===== config.mk =====
export PLATFORM = sky130hd
export DESIGN_NAME = pipeline_ctrl_flat
export DESIGN_NICKNAME = d
export VERILOG_FILES = /design/src/rtl/pipeline_ctrl_pkg.sv /design/src/rtl/pipeline_ctrl_if.sv /design/src/rtl/pipeline_ctrl_fwd_sel.sv /design/src/rtl/pipeline_ctrl.sv /design/src/flat_wrapper.sv
export SDC_FILE = /design/constraint.sdc
export NUM_CORES = 1
export LEC_CHECK = 0
export ABC_AREA = 1
export ABC_CLOCK_PERIOD_IN_PS = 1900
export CAP_MARGIN = 20
export CORE_MARGIN = 5
export CORE_UTILIZATION = 43
export DETAILED_ROUTE_END_ITERATION = 10
export PLACE_DENSITY = 0.86
export SKIP_CTS_REPAIR_TIMING = 1
export SYNTH_ARGS = -nofsm -noshare
export SYNTH_HDL_FRONTEND = slang
export SYNTH_SLANG_ARGS = --single-unit

===== constraint.sdc =====
create_clock -name clk -period 1.9 [get_ports clk]
set_input_delay 0.19 -clock clk [delete_from_list [all_inputs] [get_ports clk]]
set_output_delay 0.19 -clock clk [all_outputs]
set_load 0.005 [all_outputs]

===== src/rtl/pipeline_ctrl_pkg.sv =====
// Shared types and constants for the pipeline hazard/sequencing controller.
// Optional perf counters in pipeline_ctrl are enabled by PIPELINE_CTRL_PERF_EN.
package pipeline_ctrl_pkg;

    typedef enum logic [1:0] {
        ST_RUN      = 2'b00,
        ST_MEM_WAIT = 2'b01,
        ST_FLUSH    = 2'b10
    } ctrl_state_t;

    localparam logic [1:0] FWD_RF  = 2'b00;
    localparam logic [1:0] FWD_MEM = 2'b01;
    localparam logic [1:0] FWD_WB  = 2'b10;

    localparam logic [4:0] REG_X0 = 5'd0;

    // True when an ID-stage source really reads the register a load is producing.
    function automatic logic src_hit(input logic use_rs, input logic [4:0] rs,
                                     input logic [4:0] rd);
        return use_rs && (rs == rd);
    endfunction

endpackage


===== src/rtl/pipeline_ctrl_if.sv =====
// Hazard-controller bundle: stage info from the pipeline (master) and the
// stall/flush/forward controls returned by pipeline_ctrl (slave).
interface pipeline_ctrl_if;
    logic [4:0] rs1_id;
    logic [4:0] rs2_id;
    logic       use_rs1_id;
    logic       use_rs2_id;
    logic [4:0] rs1_ex;
    logic [4:0] rs2_ex;
    logic [4:0] rd_ex;
    logic       memread_ex;
    logic [4:0] rd_mem;
    logic       regwrite_mem;
    logic [4:0] rd_wb;
    logic       regwrite_wb;
    logic       branch_taken_ex;
    logic       dmem_req;
    logic       dmem_ready;

    logic       stall_if;
    logic       stall_id;
    logic       bubble_ex;
    logic       flush_ifid;
    logic       flush_idex;
    logic       freeze;
    logic [1:0] fwd_a;
    logic [1:0] fwd_b;
    logic       mem_timeout;
    logic [1:0] ctrl_state;

    modport master (
        output rs1_id, rs2_id, use_rs1_id, use_rs2_id, rs1_ex, rs2_ex, rd_ex,
               memread_ex, rd_mem, regwrite_mem, rd_wb, regwrite_wb,
               branch_taken_ex, dmem_req, dmem_ready,
        input  stall_if, stall_id, bubble_ex, flush_ifid, flush_idex, freeze,
               fwd_a, fwd_b, mem_timeout, ctrl_state
    );

    modport slave (
        input  rs1_id, rs2_id, use_rs1_id, use_rs2_id, rs1_ex, rs2_ex, rd_ex,
               memread_ex, rd_mem, regwrite_mem, rd_wb, regwrite_wb,
               branch_taken_ex, dmem_req, dmem_ready,
        output stall_if, stall_id, bubble_ex, flush_ifid, flush_idex, freeze,
               fwd_a, fwd_b, mem_timeout, ctrl_state
    );
endinterface


===== src/rtl/pipeline_ctrl_fwd_sel.sv =====
// ALU operand forwarding select for one EX-stage source register.
module fwd_sel
    import pipeline_ctrl_pkg::*;
(
    input  logic [4:0] rs,
    input  logic [4:0] rd_mem,
    input  logic       regwrite_mem,
    input  logic [4:0] rd_wb,
    input  logic       regwrite_wb,
    output logic [1:0] sel
);

    // EX/MEM is the younger result, so it overrides MEM/WB; x0 is never forwarded.
    always_comb begin
        sel = FWD_RF;
        if (regwrite_wb && (rd_wb != REG_X0) && (rd_wb == rs))
            sel = FWD_WB;
        if (regwrite_mem && (rd_mem != REG_X0) && (rd_mem == rs))
            sel = FWD_MEM;
    end

endmodule


===== src/rtl/pipeline_ctrl.sv =====
// Hazard and sequencing controller for the 5-stage RV32I pipeline.
// Define PIPELINE_CTRL_PERF_EN to add the perf_stall_cnt/perf_flush_cnt counters.
module pipeline_ctrl
    import pipeline_ctrl_pkg::*;
#(
    parameter int unsigned WAIT_LIMIT = 16
) (
    input  logic        clk,
    input  logic        reset,
`ifdef PIPELINE_CTRL_PERF_EN
    output logic [31:0] perf_stall_cnt,
    output logic [31:0] perf_flush_cnt,
`endif
    pipeline_ctrl_if.slave bus
);

    localparam logic [7:0] LIMIT = 8'(WAIT_LIMIT);

    ctrl_state_t state;
    logic [7:0]  wait_cnt;
    logic [7:0]  wait_cnt_nxt;
    logic        timeout_q;

    logic        load_use;
    logic        freeze_c;
    logic        flush_c;
    logic        stall_c;
    logic [1:0]  fwd_a_c;
    logic [1:0]  fwd_b_c;

    fwd_sel u_fwd_a (
        .rs           (bus.rs1_ex),
        .rd_mem       (bus.rd_mem),
        .regwrite_mem (bus.regwrite_mem),
        .rd_wb        (bus.rd_wb),
        .regwrite_wb  (bus.regwrite_wb),
        .sel          (fwd_a_c)
    );

    fwd_sel u_fwd_b (
        .rs           (bus.rs2_ex),
        .rd_mem       (bus.rd_mem),
        .regwrite_mem (bus.regwrite_mem),
        .rd_wb        (bus.rd_wb),
        .regwrite_wb  (bus.regwrite_wb),
        .sel          (fwd_b_c)
    );

    // Priority freeze > flush > load-use; a branch held in EX by a freeze is
    // taken on the MEM_WAIT exit cycle, which is the first unfrozen cycle.
    always_comb begin
        load_use = bus.memread_ex && (bus.rd_ex != REG_X0) &&
                   (src_hit(bus.use_rs1_id, bus.rs1_id, bus.rd_ex) ||
                    src_hit(bus.use_rs2_id, bus.rs2_id, bus.rd_ex));
        freeze_c     = 1'b0;
        flush_c      = 1'b0;
        stall_c      = 1'b0;
        wait_cnt_nxt = 8'd0;
        case (state)
            ST_RUN: begin
                freeze_c     = bus.dmem_req && !bus.dmem_ready;
                flush_c      = !freeze_c && bus.branch_taken_ex;
                stall_c      = !freeze_c && !flush_c && load_use;
                wait_cnt_nxt = freeze_c ? 8'd1 : 8'd0;
            end
            ST_MEM_WAIT: begin
                freeze_c = !bus.dmem_ready;
                flush_c  = !freeze_c && bus.branch_taken_ex;
                if (freeze_c)
                    wait_cnt_nxt = (wait_cnt == 8'hFF) ? wait_cnt : wait_cnt + 8'd1;
            end
            ST_FLUSH: begin
                // ID holds a squashed slot, so no load-use check and no new branch.
                freeze_c = bus.dmem_req && !bus.dmem_ready;
            end
            default: ;
        endcase
    end

    always_ff @(posedge clk or posedge reset) begin
        if (reset) begin
            state     <= ST_RUN;
            wait_cnt  <= 8'd0;
            timeout_q <= 1'b0;
        end else begin
            wait_cnt <= wait_cnt_nxt;
            if ((wait_cnt_nxt != 8'd0) && (wait_cnt_nxt >= LIMIT))
                timeout_q <= 1'b1;
            case (state)
                ST_RUN: begin
                    if (freeze_c)
                        state <= ST_MEM_WAIT;
                    else if (flush_c)
                        state <= ST_FLUSH;
                end
                ST_MEM_WAIT: begin
                    if (!freeze_c)
                        state <= flush_c ? ST_FLUSH : ST_RUN;
                end
                default: state <= ST_RUN;
            endcase
        end
    end

    // Every control output reads 0 for as long as reset is held.
    assign bus.stall_if    = !reset && stall_c;
    assign bus.stall_id    = !reset && stall_c;
    assign bus.bubble_ex   = !reset && stall_c;
    assign bus.flush_ifid  = !reset && flush_c;
    assign bus.flush_idex  = !reset && flush_c;
    assign bus.freeze      = !reset && freeze_c;
    assign bus.fwd_a       = reset ? FWD_RF : fwd_a_c;
    assign bus.fwd_b       = reset ? FWD_RF : fwd_b_c;
    assign bus.mem_timeout = timeout_q;
    assign bus.ctrl_state  = state;

`ifdef PIPELINE_CTRL_PERF_EN
    always_ff @(posedge clk or posedge reset) begin
        if (reset) begin
            perf_stall_cnt <= 32'd0;
            perf_flush_cnt <= 32'd0;
        end else begin
            if (stall_c || freeze_c)
                perf_stall_cnt <= perf_stall_cnt + 32'd1;
            if (flush_c)
                perf_flush_cnt <= perf_flush_cnt + 32'd1;
        end
    end
`endif

endmodule


===== src/flat_wrapper.sv =====
// flat-port wrapper written by rule: the top's interface ports become plain ports
module pipeline_ctrl_flat import pipeline_ctrl_pkg::*;
#(
    parameter int unsigned WAIT_LIMIT = 16
)
  (clk, reset, bus_rs1_id, bus_rs2_id, bus_use_rs1_id, bus_use_rs2_id, bus_rs1_ex, bus_rs2_ex, bus_rd_ex, bus_memread_ex, bus_rd_mem, bus_regwrite_mem, bus_rd_wb, bus_regwrite_wb, bus_branch_taken_ex, bus_dmem_req, bus_dmem_ready, bus_stall_if, bus_stall_id, bus_bubble_ex, bus_flush_ifid, bus_flush_idex, bus_freeze, bus_fwd_a, bus_fwd_b, bus_mem_timeout, bus_ctrl_state);
  pipeline_ctrl_if bus_i ();
  input  logic clk;
  input  logic reset;
  input wire logic [$bits(bus_i.rs1_id)-1:0] bus_rs1_id;
  input wire logic [$bits(bus_i.rs2_id)-1:0] bus_rs2_id;
  input wire logic [$bits(bus_i.use_rs1_id)-1:0] bus_use_rs1_id;
  input wire logic [$bits(bus_i.use_rs2_id)-1:0] bus_use_rs2_id;
  input wire logic [$bits(bus_i.rs1_ex)-1:0] bus_rs1_ex;
  input wire logic [$bits(bus_i.rs2_ex)-1:0] bus_rs2_ex;
  input wire logic [$bits(bus_i.rd_ex)-1:0] bus_rd_ex;
  input wire logic [$bits(bus_i.memread_ex)-1:0] bus_memread_ex;
  input wire logic [$bits(bus_i.rd_mem)-1:0] bus_rd_mem;
  input wire logic [$bits(bus_i.regwrite_mem)-1:0] bus_regwrite_mem;
  input wire logic [$bits(bus_i.rd_wb)-1:0] bus_rd_wb;
  input wire logic [$bits(bus_i.regwrite_wb)-1:0] bus_regwrite_wb;
  input wire logic [$bits(bus_i.branch_taken_ex)-1:0] bus_branch_taken_ex;
  input wire logic [$bits(bus_i.dmem_req)-1:0] bus_dmem_req;
  input wire logic [$bits(bus_i.dmem_ready)-1:0] bus_dmem_ready;
  output wire logic [$bits(bus_i.stall_if)-1:0] bus_stall_if;
  output wire logic [$bits(bus_i.stall_id)-1:0] bus_stall_id;
  output wire logic [$bits(bus_i.bubble_ex)-1:0] bus_bubble_ex;
  output wire logic [$bits(bus_i.flush_ifid)-1:0] bus_flush_ifid;
  output wire logic [$bits(bus_i.flush_idex)-1:0] bus_flush_idex;
  output wire logic [$bits(bus_i.freeze)-1:0] bus_freeze;
  output wire logic [$bits(bus_i.fwd_a)-1:0] bus_fwd_a;
  output wire logic [$bits(bus_i.fwd_b)-1:0] bus_fwd_b;
  output wire logic [$bits(bus_i.mem_timeout)-1:0] bus_mem_timeout;
  output wire logic [$bits(bus_i.ctrl_state)-1:0] bus_ctrl_state;
  assign bus_i.rs1_id = bus_rs1_id;
  assign bus_i.rs2_id = bus_rs2_id;
  assign bus_i.use_rs1_id = bus_use_rs1_id;
  assign bus_i.use_rs2_id = bus_use_rs2_id;
  assign bus_i.rs1_ex = bus_rs1_ex;
  assign bus_i.rs2_ex = bus_rs2_ex;
  assign bus_i.rd_ex = bus_rd_ex;
  assign bus_i.memread_ex = bus_memread_ex;
  assign bus_i.rd_mem = bus_rd_mem;
  assign bus_i.regwrite_mem = bus_regwrite_mem;
  assign bus_i.rd_wb = bus_rd_wb;
  assign bus_i.regwrite_wb = bus_regwrite_wb;
  assign bus_i.branch_taken_ex = bus_branch_taken_ex;
  assign bus_i.dmem_req = bus_dmem_req;
  assign bus_i.dmem_ready = bus_dmem_ready;
  assign bus_stall_if = bus_i.stall_if;
  assign bus_stall_id = bus_i.stall_id;
  assign bus_bubble_ex = bus_i.bubble_ex;
  assign bus_flush_ifid = bus_i.flush_ifid;
  assign bus_flush_idex = bus_i.flush_idex;
  assign bus_freeze = bus_i.freeze;
  assign bus_fwd_a = bus_i.fwd_a;
  assign bus_fwd_b = bus_i.fwd_b;
  assign bus_mem_timeout = bus_i.mem_timeout;
  assign bus_ctrl_state = bus_i.ctrl_state;
  pipeline_ctrl #(.WAIT_LIMIT(WAIT_LIMIT)) u_core (.clk(clk), .reset(reset), .bus(bus_i));
endmodule

Fig. 1: metal 1
Scale: 8 px per um. Supply wires on this layer in gray. Cells faint in the background.
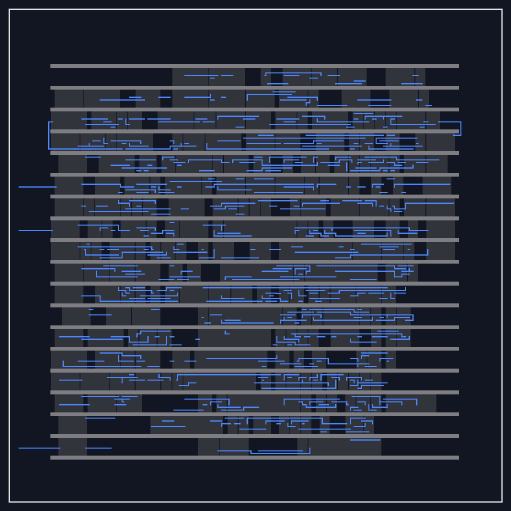
longest straight run: 23.0 um
wire length on this layer: 1,290 um

Fig. 2: the metal 2 layer
Scale: 8 px per um.
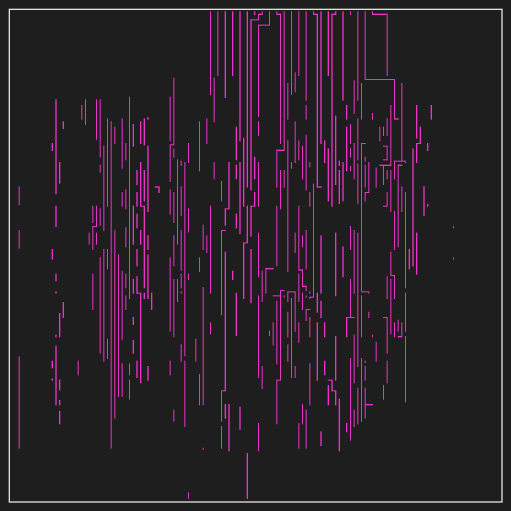
main direction: vertical
longest straight run: 40.8 um
share of all routed wire: 47%
nets with wire on the layer: 243
wire length on this layer: 1,560 um
count of vias placed by the detailed router: 1,339
GR Util met2: 29.0%
aggregate routed wire length: 3300 um

Fig. 3: the metal 3 layer
Scale: 10 px per um. Cells faint in the background.
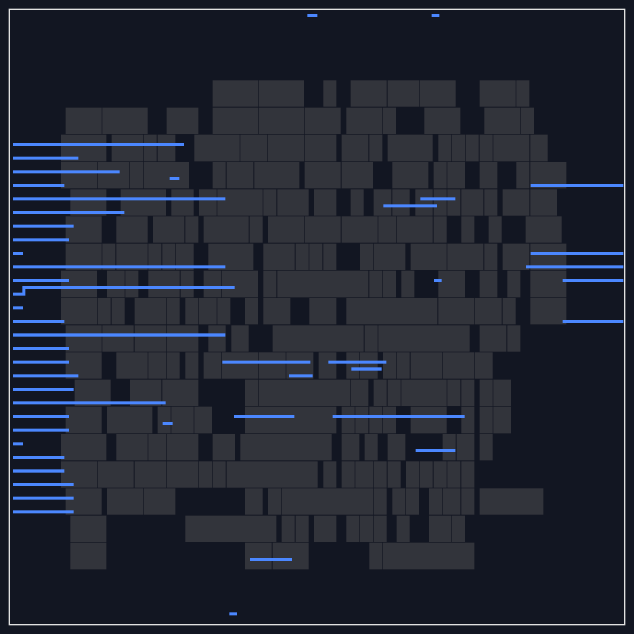
longest straight run: 20.9 um
share of all routed wire: 9.9%
nets with wire on the layer: 44
wire length on this layer: 328 um

Fig. 4: routed clock nets over the placement
Scale: 4 px per um.
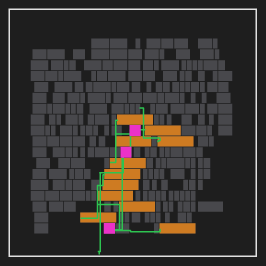
legend:
  green:
    item: clock wires
    length: 137 um
  orange:
    item: flip-flops
    count: 11
  magenta:
    item: clock-net drivers
    count: 3
routed clock nets: 4

==> impl_results.rst <==
Flow metrics
------------

.. list-table::
   :header-rows: 1

   * - Metric
     - Value
   * - Residual DRC
     - 0
   * - Combinational group power
     - 421 uW
   * - TritonCTS clock tree
     - built
   * - Crit path max-delay cell type
     - sky130_fd_sc_hd__dfrtp_1
   * - Share of layout cells above drive strength 1
     - 10.5%
   * - FFs & Latches
     - 11
   * - Global-route wire length before repair
     - 4980 um
   * - Sequential Power Share
     - 34.3%
   * - Critical path's largest stage delay
     - 0.44 ns
   * - Clock insertion delay at the later pin of the skew report
     - 0.26 ns
   * - FILL cells
     - 184
   * - Final-layout setup total negative slack
     - 0 ns
   * - Status
     - completed
   * - Combinational share of cell area
     - 39.9%
   * - Clock buffers created by TritonCTS
     - 3
   * - Grt total ovfl
     - 0
   * - Final setup violating endpoints
     - 0
   * - Count of multi-input gates
     - 135
   * - Count of synthesis-stage warnings from yosys
     - 0
   * - Simple-gate share of the synthesized area
     - 37.7%
   * - Post-detailed-placement cell area
     - 1790 um^2
   * - Top cells by area
     - sky130_fd_sc_hd__dfrtp_1 24%, sky130_fd_sc_hd__xnor2_1 14%, sky130_fd_sc_hd__nand2_1 13%
   * - Synthesized netlist cell count
     - 179
   * - Most common library cells after synthesis
     - 40 x sky130_fd_sc_hd__nand2_1, 28 x sky130_fd_sc_hd__inv_1, 24 x sky130_fd_sc_hd__nor2_1
   * - Worst slew pin tran
     - 0.219 ns
   * - Hold Crit Class
     - primary input to async pin
   * - Slack of the worst reg-to-reg path
     - 0.53 ns
   * - Post-synth cell types
     - 24
   * - Area share, top type
     - 24.2%
   * - Global Route Usage Sum
     - 17.8%
   * - Non-Filler Instances
     - 277
   * - Sequential cell area
     - 275 um^2
   * - Combinational Power Share
     - 48.2%
## cell usage in the layout (no fill, tap or decap), drive strengths merged
cell / netlist / layout
a211oi: 1 / 1
a21oi: 5 / 5
buf: 3 / 10
clkbuf: 0 / 4
clkdlybuf4s50: 0 / 43
dfrtp: 11 / 11
dlymetal6s2s: 0 / 14
ha: 1 / 1
inv: 30 / 30
nand2: 41 / 41
nand3: 22 / 22
nand4: 1 / 1
nor2: 25 / 25
nor3: 3 / 3
nor3b: 1 / 1
nor4: 2 / 2
o211a: 1 / 1
o21ai: 7 / 7
o22ai: 1 / 1
or2: 1 / 1
xnor2: 18 / 18
xor2: 5 / 5
## registers in the layout, indices dropped and copies added, names as in the netlist
signal,count
u_core.wait_cnt,8
u_core.bus.ctrl_state,2
u_core.bus.mem_timeout,1
Power and IR drop assume default switching activity.
